File: config.mk
export PLATFORM = sky130hd
export DESIGN_NAME = mioc_flop_drv_flat
export DESIGN_NICKNAME = d
export VERILOG_FILES = /design/src/rtl/mioc_flop_pkg.sv /design/src/rtl/mioc_flop_drv_if.sv /design/src/rtl/mioc_flop_sync.sv /design/src/rtl/mioc_flop_drv.sv /design/src/flat_wrapper.sv
export SDC_FILE = /design/constraint.sdc
export NUM_CORES = 1
export LEC_CHECK = 0
export ABC_AREA = 1
export CORE_MARGIN = 1
export CORE_UTILIZATION = 54
export DETAILED_ROUTE_END_ITERATION = 6
export GPL_ROUTABILITY_DRIVEN = 0
export PLACE_DENSITY = 0.75
export REMOVE_ABC_BUFFERS = 1
export SETUP_SLACK_MARGIN = 0.5
export SKIP_CTS_REPAIR_TIMING = 1
export SYNTH_ARGS = -nofsm -noshare
export SYNTH_HDL_FRONTEND = slang
export SYNTH_HIERARCHICAL = 1
export SYNTH_SLANG_ARGS = --single-unit
File: constraint.sdc
create_clock -name clk -period 1.7 [get_ports clk]
set_input_delay 0.255 -clock clk [delete_from_list [all_inputs] [get_ports clk]]
set_output_delay 0.255 -clock clk [all_outputs]
set_load 0.005 [all_outputs]
File: src/rtl/mioc_flop_pkg.sv
// mioc_flop_pkg: shared op/state encodings and parameter floors for the MIOC flop driver
package mioc_flop_pkg;
  typedef enum logic [1:0] {OP_WRITE = 2'd0, OP_PRESET = 2'd1, OP_CLEAR = 2'd2, OP_READ = 2'd3} op_e;
  typedef enum logic [2:0] {IDLE, SETUP, PULSE, HOLD, SETTLE, RESP} state_e;
  localparam int SETUP_MIN = 1;
  localparam int PULSE_MIN = 1;
  localparam int HOLD_MIN = 1;
  localparam int SETTLE_MIN = 0;
  localparam int SYNC_STAGES = 2;
  function automatic int clamp_lo(int v, int lo);
    return v < lo ? lo : v;
  endfunction
  function automatic int max2(int a, int b);
    return a > b ? a : b;
  endfunction
endpackage

File: src/rtl/mioc_flop_drv_if.sv
// mioc_flop_drv_if: command/response handshake bundle between host and flop driver
interface mioc_flop_drv_if;
  import mioc_flop_pkg::*;
  logic cmd_valid;
  logic cmd_ready;
  op_e cmd_op;
  logic cmd_d;
  logic rsp_valid;
  logic rsp_ready;
  logic rsp_q;
  logic rsp_err;
  modport master (output cmd_valid, cmd_op, cmd_d, rsp_ready, input cmd_ready, rsp_valid, rsp_q, rsp_err);
  modport slave (input cmd_valid, cmd_op, cmd_d, rsp_ready, output cmd_ready, rsp_valid, rsp_q, rsp_err);
endinterface

File: src/rtl/mioc_flop_sync.sv
// mioc_flop_sync: 2-flop synchronizer for the flop's asynchronous outputs
module mioc_flop_sync (
  input  logic clk,
  input  logic rst_n,
  input  logic a,
  output logic y
);
  logic m;
  always_ff @(posedge clk)
    if (!rst_n) {y, m} <= 2'b00;
    else {y, m} <= {m, a};
endmodule

File: src/rtl/mioc_flop_drv.sv
// mioc_flop_drv: sequences preset/clear/data/clock pins of the MIOC flop and samples q/qbar back.
// Define MIOC_FLOP_DRV_CHECK_EN to also flag responses that differ from the tracked expected state.
module mioc_flop_drv
  import mioc_flop_pkg::*;
#(
  parameter int SETUP_CYC = 2,
  parameter int PULSE_CYC = 2,
  parameter int HOLD_CYC = 1,
  parameter int SETTLE_CYC = 3
) (
  input  logic clk,
  input  logic rst_n,
  mioc_flop_drv_if.slave bus,
  output logic in1,
  output logic in2,
  output logic in3,
  output logic in4,
  input  logic q,
  input  logic qbar
);
  localparam int S = clamp_lo(SETUP_CYC, SETUP_MIN);
  localparam int P = clamp_lo(PULSE_CYC, PULSE_MIN);
  localparam int H = clamp_lo(HOLD_CYC, HOLD_MIN);
  localparam int E = clamp_lo(SETTLE_CYC, SETTLE_MIN);
  localparam int W = $clog2(max2(max2(S, P), max2(H, E))) + 3;
  localparam logic [W-1:0] S_LD = W'(S - 1);
  localparam logic [W-1:0] P_LD = W'(P - 1);
  localparam logic [W-1:0] H_LD = W'(H - 1);
  localparam logic [W-1:0] E_LD = W'(E + SYNC_STAGES - 1);
  state_e st;
  op_e op;
  logic [W-1:0] cnt;
  logic qs, qbs, err;
  logic done;
  assign done = cnt == '0;
  mioc_flop_sync u_sync_q (.clk(clk), .rst_n(rst_n), .a(q), .y(qs));
  mioc_flop_sync u_sync_qb (.clk(clk), .rst_n(rst_n), .a(qbar), .y(qbs));
`ifdef MIOC_FLOP_DRV_CHECK_EN
  logic exp_q;
  always_ff @(posedge clk)
    if (!rst_n) exp_q <= 1'b0;
    else if (st == IDLE && bus.cmd_valid && bus.cmd_ready && bus.cmd_op != OP_READ)
      exp_q <= bus.cmd_op == OP_WRITE ? bus.cmd_d : bus.cmd_op == OP_PRESET;
  assign err = (qs == qbs) || (qs != exp_q);
`else
  assign err = qs == qbs;
`endif
  // Pins are updated on the transition into each phase so every output stays a clean register.
  always_ff @(posedge clk) begin
    if (!rst_n) begin
      st <= IDLE;
      op <= OP_WRITE;
      cnt <= '0;
      bus.cmd_ready <= 1'b0;
      bus.rsp_valid <= 1'b0;
      bus.rsp_q <= 1'b0;
      bus.rsp_err <= 1'b0;
      in1 <= 1'b1;
      in2 <= 1'b0;
      in3 <= 1'b0;
      in4 <= 1'b1;
    end else begin
      case (st)
        IDLE:
          if (bus.cmd_valid && bus.cmd_ready) begin
            op <= bus.cmd_op;
            bus.cmd_ready <= 1'b0;
            case (bus.cmd_op)
              OP_WRITE: begin st <= SETUP; cnt <= S_LD; in3 <= bus.cmd_d; end
              OP_PRESET: begin st <= PULSE; cnt <= P_LD; in1 <= 1'b0; end
              OP_CLEAR: begin st <= PULSE; cnt <= P_LD; in4 <= 1'b0; end
              default: begin st <= SETTLE; cnt <= E_LD; end
            endcase
          end else bus.cmd_ready <= 1'b1;
        SETUP:
          if (done) begin st <= PULSE; cnt <= P_LD; in2 <= 1'b1; end
          else cnt <= cnt - 1'b1;
        PULSE:
          if (done) begin
            in1 <= 1'b1;
            in2 <= 1'b0;
            in4 <= 1'b1;
            st <= op == OP_WRITE ? HOLD : SETTLE;
            cnt <= op == OP_WRITE ? H_LD : E_LD;
          end else cnt <= cnt - 1'b1;
        HOLD:
          if (done) begin st <= SETTLE; cnt <= E_LD; in3 <= 1'b0; end
          else cnt <= cnt - 1'b1;
        SETTLE:
          if (done) begin
            st <= RESP;
            bus.rsp_valid <= 1'b1;
            bus.rsp_q <= qs;
            bus.rsp_err <= err;
          end else cnt <= cnt - 1'b1;
        RESP:
          if (bus.rsp_ready) begin
            st <= IDLE;
            bus.rsp_valid <= 1'b0;
            bus.cmd_ready <= 1'b1;
          end
        default: st <= IDLE;
      endcase
    end
  end
endmodule

File: src/flat_wrapper.sv
// flat-port wrapper written by rule: the top's interface ports become plain ports
module mioc_flop_drv_flat import mioc_flop_pkg::*;
#(
  parameter int SETUP_CYC = 2,
  parameter int PULSE_CYC = 2,
  parameter int HOLD_CYC = 1,
  parameter int SETTLE_CYC = 3
)
  (clk, rst_n, in1, in2, in3, in4, q, qbar, bus_cmd_valid, bus_cmd_op, bus_cmd_d, bus_rsp_ready, bus_cmd_ready, bus_rsp_valid, bus_rsp_q, bus_rsp_err);
  mioc_flop_drv_if bus_i ();
  input  logic clk;
  input  logic rst_n;
  output logic in1;
  output logic in2;
  output logic in3;
  output logic in4;
  input  logic q;
  input  logic qbar;
  input wire logic [$bits(bus_i.cmd_valid)-1:0] bus_cmd_valid;
  input wire logic [$bits(bus_i.cmd_op)-1:0] bus_cmd_op;
  input wire logic [$bits(bus_i.cmd_d)-1:0] bus_cmd_d;
  input wire logic [$bits(bus_i.rsp_ready)-1:0] bus_rsp_ready;
  output wire logic [$bits(bus_i.cmd_ready)-1:0] bus_cmd_ready;
  output wire logic [$bits(bus_i.rsp_valid)-1:0] bus_rsp_valid;
  output wire logic [$bits(bus_i.rsp_q)-1:0] bus_rsp_q;
  output wire logic [$bits(bus_i.rsp_err)-1:0] bus_rsp_err;
  assign bus_i.cmd_valid = bus_cmd_valid;
  assign bus_i.cmd_op = bus_cmd_op;
  assign bus_i.cmd_d = bus_cmd_d;
  assign bus_i.rsp_ready = bus_rsp_ready;
  assign bus_cmd_ready = bus_i.cmd_ready;
  assign bus_rsp_valid = bus_i.rsp_valid;
  assign bus_rsp_q = bus_i.rsp_q;
  assign bus_rsp_err = bus_i.rsp_err;
  mioc_flop_drv #(.SETUP_CYC(SETUP_CYC), .PULSE_CYC(PULSE_CYC), .HOLD_CYC(HOLD_CYC), .SETTLE_CYC(SETTLE_CYC)) u_core (.clk(clk), .rst_n(rst_n), .bus(bus_i), .in1(in1), .in2(in2), .in3(in3), .in4(in4), .q(q), .qbar(qbar));
endmodule
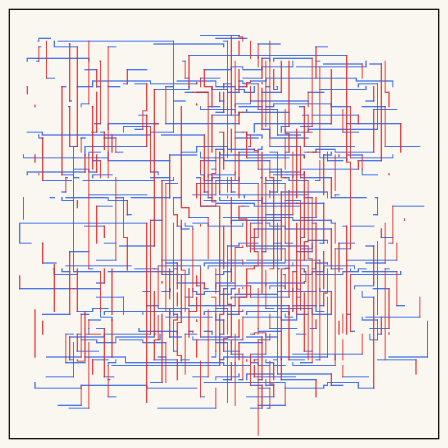
Run 1: signal wires by layer
Only two layers are drawn.
[met1] blue | wire length: 1340 um
[met2] red | wire length: 1450 um
total wirelength of the detailed-routed design: 3.05 mm
final routed wire length divided by cell count: 12.8 um
via total after detailed routing: 1300

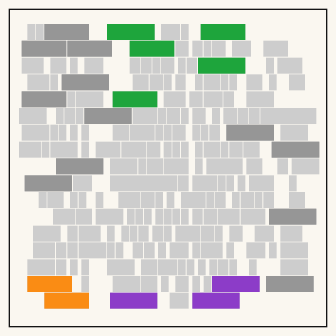
Run 1: where the registers sit
Other sequential cells in the stronger grey, the rest of the logic in the fainter grey.
[`u_core/cnt`] green | placed flops: 5 | where: north
[`u_core/st`] purple | placed flops: 3
[`u_core/op`] orange | placed flops: 2
Seq group: 0.817 mW
utilization of the core after routing: 0.770
share of the final layout cell area in sequential cells: 0.263
Sequential cell area: 457 sq um

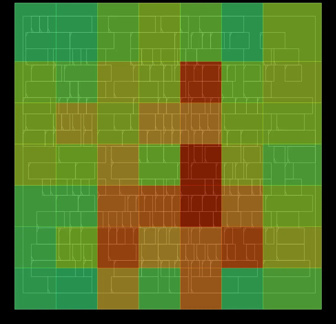
Run 1: congestion heat map
met1 GRT Util: 0.298
busiest layer in global routing: met2

==> flow_summary.json, run 1 <==
{
  "fin_setup_tns_ns": 0,
  "htreeDepth": 1,
  "setup.worst_path.start": "u_core/cnt[0]",
  "yosys-stat-cells": 180,
  "grt_antenna_before_repair": 0,
  "globalRouteOverflowTotal": 0,
  "adder_share": 0.0671,
  "crit_fanout": 5,
  "synth.mux.area_fraction": 0,
  "grt_util_met3": 0.0536,
  "status": "finished, final reports clean",
  "area.combinational_sq_um": 811,
  "synth_flop_count": 22,
  "place_hpwl_mm": 2.06,
  "worst_path_dominant_cell_family": "simple AND/OR/NAND/NOR gates",
  "power_combinational_mw": 1.83,
  "final.setup_skew_ns": 0.00105,
  "netlist_area_sq_um": 1310,
  "critical_path_buf_inv_count": 2,
  "irDropWorstVdd_uv": 1080,
  "clk_pwr_mw": 0.405,
  "global_route.usage.total": 0.230,
  "synthTopLogicFamily": "simple AND/OR/NAND/NOR gates",
  "num-fill-cells": 170,
  "number_of_i_o_port_buffers": 16,
  "nNetsFinal": 227,
  "syn_area_per_cell_sq_um": 7.25,
  "synth-main-ff-cell": "dfxtp_1",
  "finalWorstSetupSlack_ns": 0.220,
  "async_flop_share": 0,
  "area_growth_from_synthesis_to_layout_pct": 33.0,
  "drc_errors": 0,
  "initialDrtViolationCount": 27,
  "warning_count": 31,
  "yosys.stat.chipArea_sq_um": 1310,
  "worst-endpoint-required_ns": 1.92,
  "vertical_die_size_um": 51.2,
  "clock_tree.buffer_depth": 2,
  "tritoncts": "yes",
  "synth-compound-area-share": 0.115,
  "crit_cells": 11,
  "yosys_simple_share": 0.360,
  "post-route-min-period_ns": 1.48,
  "critical_path.most_common_cell": "nand2_4",
  "max_stage_delay_ns": 0.36,
  "leakage_nw": 0.926,
  "largest_register": "u_core/cnt",
  "fp.dieArea_sq_um": 2620,
  "r2r_start": "u_core/cnt[0]",
  "hp-start": "bus_cmd_op[0]",
  "tightest_slew_ns": 0.370,
  "switching_power_total_mw": 1.38,
  "netSwitchingFraction": 0.453,
  "detailedPlace.worstSlack_ns": 0.0563,
  "final_layout_size_suffix_gt1_frac": 0.362,
  "antennaDiodeCount": 0,
  "most_frequently_used_cell_type_in_the_post_synthesis_netlist": "nand2_1",
  "dominant_cell_area_share": 0.337,
  "io_pins": 17,
  "maximum_number_of_pins_on_one_net_before_global_route_repair": 14,
  "antenna_violating_nets_post_route": 0,
  "detailedRoute.firstPassIterationCount": 4,
  "clock_insertion_delay_worst_skew_ns": 0.31,
  "drt-vias-per-instance": 5.46,
  "dieWidth_um": 51.2,
  "yosys.cell_types.count": 28,
  "synth.area.top_cells": "dfxtp_1 (34%), nand2_1 (12%), ha_1 (6.7%)",
  "seqPwrFrac": 0.267,
  "row_count": 17,
  "enable_flop_cells": 0,
  "relative_contribution_of_combinational_cells_to_total_power": 0.600,
  "type_of_origin_of_the_critical_path": "register",
  "synth.cells.most_frequent": "nand2_1 (41), dfxtp_1 (22), inv_1 (20)",
  "postSynthCellCount": 180
}
[run 1: layout make-up]
class,instances,share of cell area
well taps,28,0.0202
clock buffers,3,0.0130
flip-flops and latches,22,0.263
clock inverters,1,0.0173
repair buffers,28,0.159
multi-input cells,129,0.467
inverters,27,0.0598
[run 1: stage by stage]
step            util  area (sq um)  power (mW)  cells  hold WS, ns
2_1_floorplan      -          1280        1.87    177        0.348
3_3_place_gp   0.660          1490        2.21    223        0.389
3_5_place_dp   0.660          1490        2.25    223        0.409
4_1_cts        0.683          1540        2.66    227        0.432
5_1_grt        0.770          1740        3.29    238        0.385
6_report       0.770          1740        3.06    238        0.356
[run 1: worst reg2reg max path, cell delays in order, from the launching register on]
cell,delay (ns)
dfxtp_2,0.36
inv_2,0.09
ha_4,0.14
inv_2,0.04
nor2_4,0.12
nand2_4,0.11
nand2_4,0.10
nand2_4,0.06
nor2_4,0.12
nand2_4,0.08
o21ai_2,0.12
nor2_1,0.06
[run 1: layout by cell type, fill, tap and decap left out, drive strengths merged]
cell type	n
nand3	9
nor2	22
a21oi	10
o211ai	1
nor3	2
inv	27
dfxtp	22
clkbuf	3
clkdlybuf4s50	7
buf	12
or2	2
xor2	2
xnor2	1
dlymetal6s2s	9
nand4	4
a31oi	1
bufinv	1
a211oi	1
nand2	52
ha	7
o21ai	15
[run 1: metal layers]
metal | vias up | wire [um] | part of all wire
met3 | 4 | 240 | 0.079
li1 | 632 | - | -
met1 | 603 | 1340 | 0.44
met4 | 0 | 24 | 0.0079
met2 | 61 | 1450 | 0.47
met5 | - | 0 | 0
Run 1, close-up of the layout:
Region (26, 0) to (51, 25) um. Cells in grey, sequential cells in the stronger grey; small squares are vias.
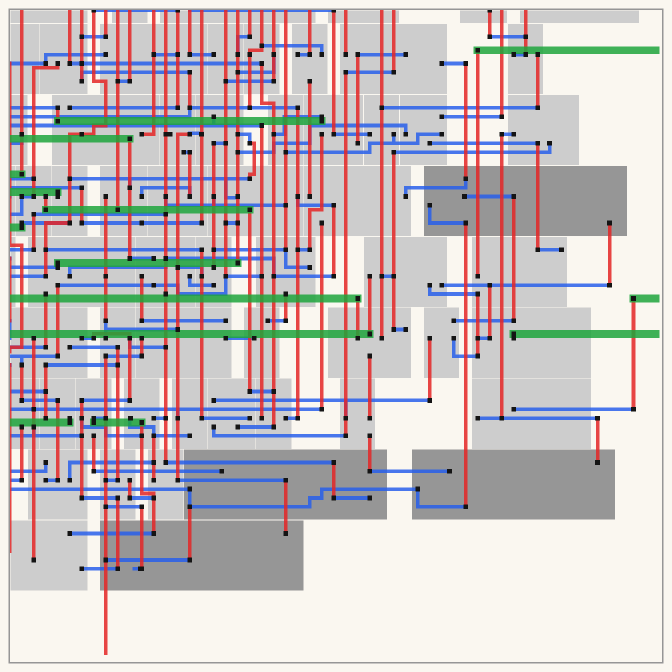

## Run 2: what changed since run 1
- CTS_CLUSTER_SIZE: default -> 40
- GPL_TIMING_DRIVEN: default -> 0
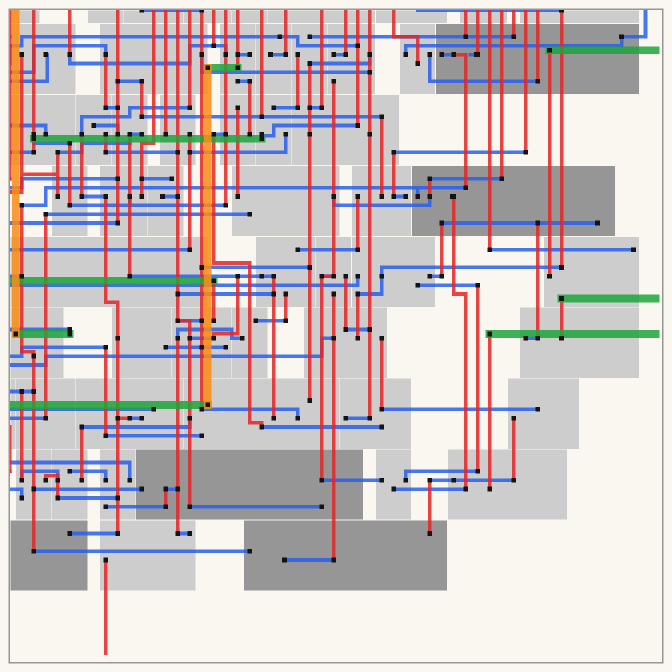
Run 2: close-up of the layout
Region (26, 0) to (51, 25) um. Cells in grey, sequential cells in the stronger grey; small squares are vias.
[met2] red
[met1] blue
[met3] green
[met4] orange
cells with their middle in the window: 45
most frequent: nand2_1 (8), nor2_1 (4)
sequential cells in the window: 4

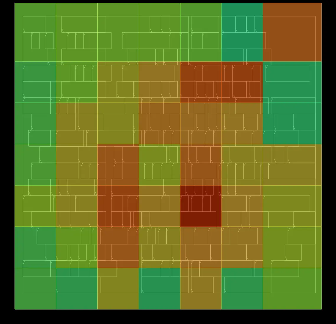
Run 2: congestion heat map
global routing usage on met3: 0.0476
final routed wire length divided by cell count: 13.8 um

==> run 2 against run 1 <==
Net effect:
- utilization decreased by 0.44 points
- sequential power increased by 4.3%
- global-route usage increased by 2.1 points
- combinational power about the same
==> flow_summary.json, run 2 <==
{
  "hold_ws_ns": 0.311,
  "most_frequently_used_cell_type_in_the_post_synthesis_netlist": "nand2_1",
  "via_total_after_detailed_routing": 1266,
  "relative_contribution_of_combinational_cells_to_total_power": 0.588,
  "detailedRoute.firstPassIterationCount": 4,
  "crit_cells": 11,
  "status": "finished, final reports clean",
  "io_pins": 17,
  "tightest_slew_ns": 0.551,
  "yosys-stat-cells": 180,
  "irDropWorstVdd_uv": 987,
  "utilization": 0.765,
  "final.setup_skew_ns": 0.00295,
  "critical_path_buf_inv_count": 2,
  "area_after_dpl_sq_um": 1470,
  "layout.cells.most_common_list": "nand2_1 (41), inv_1 (16), nor2_1 (14), dlymetal6s2s_1 (10), dfxtp_1 (10)",
  "post-route-min-period_ns": 1.49,
  "seq_power_mw": 0.852,
  "postSynthCellCount": 180,
  "syn_area_per_cell_sq_um": 7.25,
  "critical_path.most_common_cell": "nand2_4",
  "layout.cell_area.non_filler_sq_um": 1730,
  "fp.dieArea_sq_um": 2620,
  "leakage_nw": 0.907,
  "tritoncts": "yes",
  "number_of_i_o_port_buffers": 16,
  "clk_pwr_mw": 0.419,
  "r2r_start": "u_core/cnt[1]",
  "hp-start": "bus_cmd_op[1]",
  "type_of_origin_of_the_critical_path": "register",
  "synth_flop_count": 22,
  "drc_errors": 0,
  "switching_power_total_mw": 1.42,
  "global_route.usage.total": 0.251,
  "mostFrequentLayoutCell": "nand2_1",
  "netlist_area_sq_um": 1310,
  "drt-vias-per-instance": 5.43,
  "antennaDiodeCount": 0,
  "num-fill-cells": 166,
  "vertical_die_size_um": 51.2,
  "final_layout_size_suffix_gt1_frac": 0.341,
  "yosys.cell_types.count": 28,
  "place_hpwl_mm": 2.12
}
-- run 2: cell count changes in the layout (fill, tap and decap cells not counted), sizes merged --
| cell | before | now |
|---|---|---|
| buf | 12 | 7 |
| clkdlybuf4s50 | 7 | 6 |
| dlymetal6s2s | 9 | 10 |
-- run 2: worst reg2reg max path: stages, from the launching register on --
cell	delay [ns]
dfxtp_2	0.36
inv_2	0.08
ha_4	0.13
inv_2	0.04
nor2_4	0.13
nand2_4	0.11
nand2_4	0.11
nand2_2	0.07
nor2_4	0.11
nand2_4	0.09
o21ai_2	0.14
nor2_1	0.05
-- run 2: cells by family after synthesis --
kind of cell,count (synthesis),share of synthesized area
flip-flops,22,0.337
buffers and inverters,30,0.0997
AND-OR/OR-AND,28,0.115
adder cells (fa/ha/maj),7,0.0671
XOR/XNOR,3,0.0201
AND/OR/NAND/NOR,90,0.360
-- run 2: routing by layer --
layer  vias to the layer above  part of all wire
li1                        622                 -
met1                       604              0.44
met2                        34              0.50
met3                         6             0.046
met4                         0             0.012
met5                         -                 0
-- run 2: layout make-up --
cell class / count / area [sq um] / area share
clock buffers: 3 / 22.5 / 0.0131
clock inverters: 1 / 30.0 / 0.0174
inverters: 27 / 111 / 0.0645
multi-input cells: 129 / 822 / 0.476
flip-flops and latches: 22 / 463 / 0.268
well taps: 28 / 35.0 / 0.0203
repair buffers: 23 / 241 / 0.140
-- run 2: metrics by stage --
stage	worst slack, ns	cells	setup TNS, ns	total power, mW
3_3_place_gp	0.0000105	221	0	2.20
5_1_grt	0.146	233	0	3.30
2_1_floorplan	0.289	177	0	1.87
4_1_cts	0.0941	225	0	2.68
3_5_place_dp	-0.0538	221	-0.0917	2.25
6_report	0.205	233	0	3.08
Run 2, where the registers sit:
Other sequential cells in the stronger grey, the rest of the logic in the fainter grey.
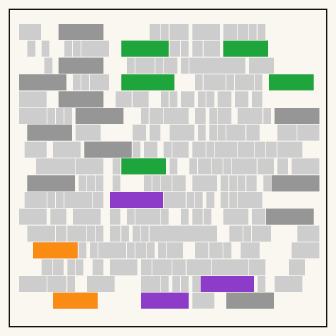

## Run 3: what changed since run 2
- clock period: 1.7 -> 1.5 ns (I/O delays scaled with it)
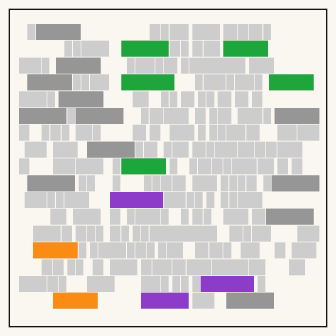
Run 3: where the registers sit
Other sequential cells in the stronger grey, the rest of the logic in the fainter grey.
Seq group: 0.968 mW
share of the final layout cell area in sequential cells: 0.278
Sequential cell area: 463 sq um
utilization of the core after routing: 0.740

==> run 3 against run 2 <==
Net effect:
- clock skew decreased by 0.0013 ns
- non-clock buffer count decreased by 1
- synthesized cell count unchanged
- critical path depth unchanged
- fmax increased by 0.45%
- cell area decreased by 3.3%
- global-route usage unchanged
- worst setup slack got worse by 0.19 ns
- utilization decreased by 2.6 points
- sequential power increased by 14%
- die area unchanged
- largest power group unchanged
==> flow_summary.json, run 3 <==
{
  "postSynthCellCount": 180,
  "syn_area_per_cell_sq_um": 7.25,
  "final.setup_skew_ns": 0.00160,
  "globalRouteOverflowTotal": 0,
  "status": "finished, final reports clean",
  "clock_insertion_delay_worst_skew_ns": 0.32,
  "clock_tree.buffer_depth": 2,
  "grt_antenna_before_repair": 0,
  "clk_pwr_mw": 0.473,
  "drt-wirelength-per-cell_um": 13.3,
  "max_stage_delay_ns": 0.36,
  "relative_contribution_of_combinational_cells_to_total_power": 0.582,
  "async_flop_share": 0,
  "synth-main-ff-cell": "dfxtp_1",
  "place_hpwl_mm": 2.12,
  "leakage_nw": 0.824,
  "layout.cell_area.non_filler_sq_um": 1670,
  "nNetsFinal": 221,
  "synth.area.top_cells": "dfxtp_1 (34%), nand2_1 (12%), ha_1 (6.7%)",
  "drt-vias-per-instance": 5.40,
  "yosys.cell_types.count": 28,
  "total_wirelength_of_the_detailed_routed_design_mm": 3.08,
  "netlist_area_sq_um": 1310,
  "dominant_cell_area_share": 0.337,
  "row_count": 17,
  "worst-endpoint-required_ns": 1.73,
  "crit_fanout": 5,
  "maximum_number_of_pins_on_one_net_before_global_route_repair": 15,
  "tritoncts": "yes",
  "crit_cells": 11,
  "io_pins": 17,
  "via_total_after_detailed_routing": 1252,
  "initialDrtViolationCount": 30,
  "netSwitchingFraction": 0.462,
  "area_after_dpl_sq_um": 1470,
  "detailedRoute.firstPassIterationCount": 4,
  "fin_setup_tns_ns": 0,
  "most_frequently_used_cell_type_in_the_post_synthesis_netlist": "nand2_1",
  "layout.cells.most_common_list": "nand2_1 (40), inv_1 (17), nor2_1 (14), dfxtp_1 (10), dfxtp_2 (9)",
  "post-route-min-period_ns": 1.49,
  "yosys.stat.chipArea_sq_um": 1310,
  "yosys-stat-cells": 180,
  "critical_path.most_common_cell": "nand2_4",
  "hold_ws_ns": 0.296,
  "htreeDepth": 1,
  "worst_path_dominant_cell_family": "simple AND/OR/NAND/NOR gates",
  "drc_errors": 0,
  "largest_register": "u_core/cnt",
  "final_layout_size_suffix_gt1_frac": 0.363,
  "enable_flop_cells": 0,
  "antennaDiodeCount": 0,
  "synth_flop_count": 22,
  "antenna_violating_nets_post_route": 0,
  "mostFrequentLayoutCell": "nand2_1",
  "seqPwrFrac": 0.281,
  "type_of_origin_of_the_critical_path": "register"
}
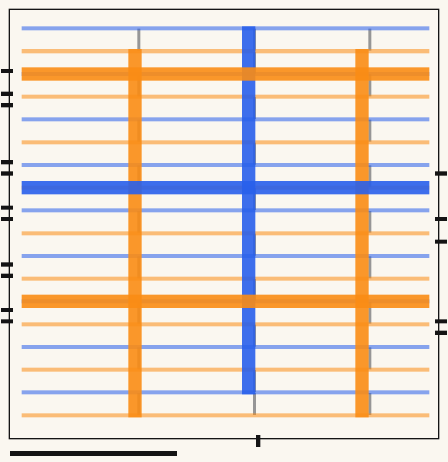
Run 3: floorplan with the power grid
The bar under the picture is 20 um long. Pins as bars on the die edge. Tap cells in grey.
[VDD] blue
[VSS] orange
tap cells: 28
rows: 17
horizontal die size: 51.2 um
vertical die size: 51.2 um
maximum vdd drop: 1110 uV
placeable core region: 2250 sq um

-- run 3: path summary, 6_finish.rpt --
| check | slack [ns] | startpoint | endpoint |
|---|---|---|---|
| setup / recovery | 0.01 | u_core/cnt[1] | u_core/st[0] |
| hold / removal | 0.30 | bus_cmd_op[1] | u_core/op[1] |
| setup reg to reg | 0.01 | u_core/cnt[1] | u_core/st[0] |
| hold reg to reg | 0.42 | u_core/u_sync_qb/m | u_core/u_sync_qb/y |
-- run 3: final cells by class --
cell class                      instances  area [sq um]
Clock buffer                            3          22.5
Clock inverter                          1          30.0
Fill cell                             170           587
Inverter                               27           111
Multi-Input combinational cell        129           810
Sequential cell                        22           463
Tap cell                               28          35.0
Timing Repair Buffer                   22           196
-- run 3: cells by family after synthesis --
family,share of synthesized area
AND/OR/NAND/NOR,0.360
XOR/XNOR,0.0201
AND-OR/OR-AND,0.115
buffers and inverters,0.0997
flip-flops,0.337
adder cells (fa/ha/maj),0.0671
-- run 3: worst reg2reg max path, delay by kind of cell, from the launching register on --
| family | cells | cell delay (ns) |
|---|---|---|
| buf+inv | 2 | 0.12 |
| fa+ha+maj | 1 | 0.13 |
| simple gates | 7 | 0.66 |
| compound gates | 1 | 0.14 |
| flops | 1 | 0.36 |
-- run 3: through the flow --
step                      std cells  total power, mW  worst slack, ns
after global routing            232             3.70          -0.0642
final                           232             3.44           0.0120
after detailed placement        221             2.55           -0.224
after floorplan                 177             2.12           0.0893
after CTS                       225             3.03           -0.106
after global placement          221             2.49           -0.170
-- run 3: per-layer routing --
metal / global-route usage / share of wire
met2: 0.412 / 0.48
met5: 0 / 0
met4: 0.106 / 0.012
met1: 0.319 / 0.45
met3: 0.0476 / 0.055
No activity file was given, so power comes from the tool's default toggle rates.
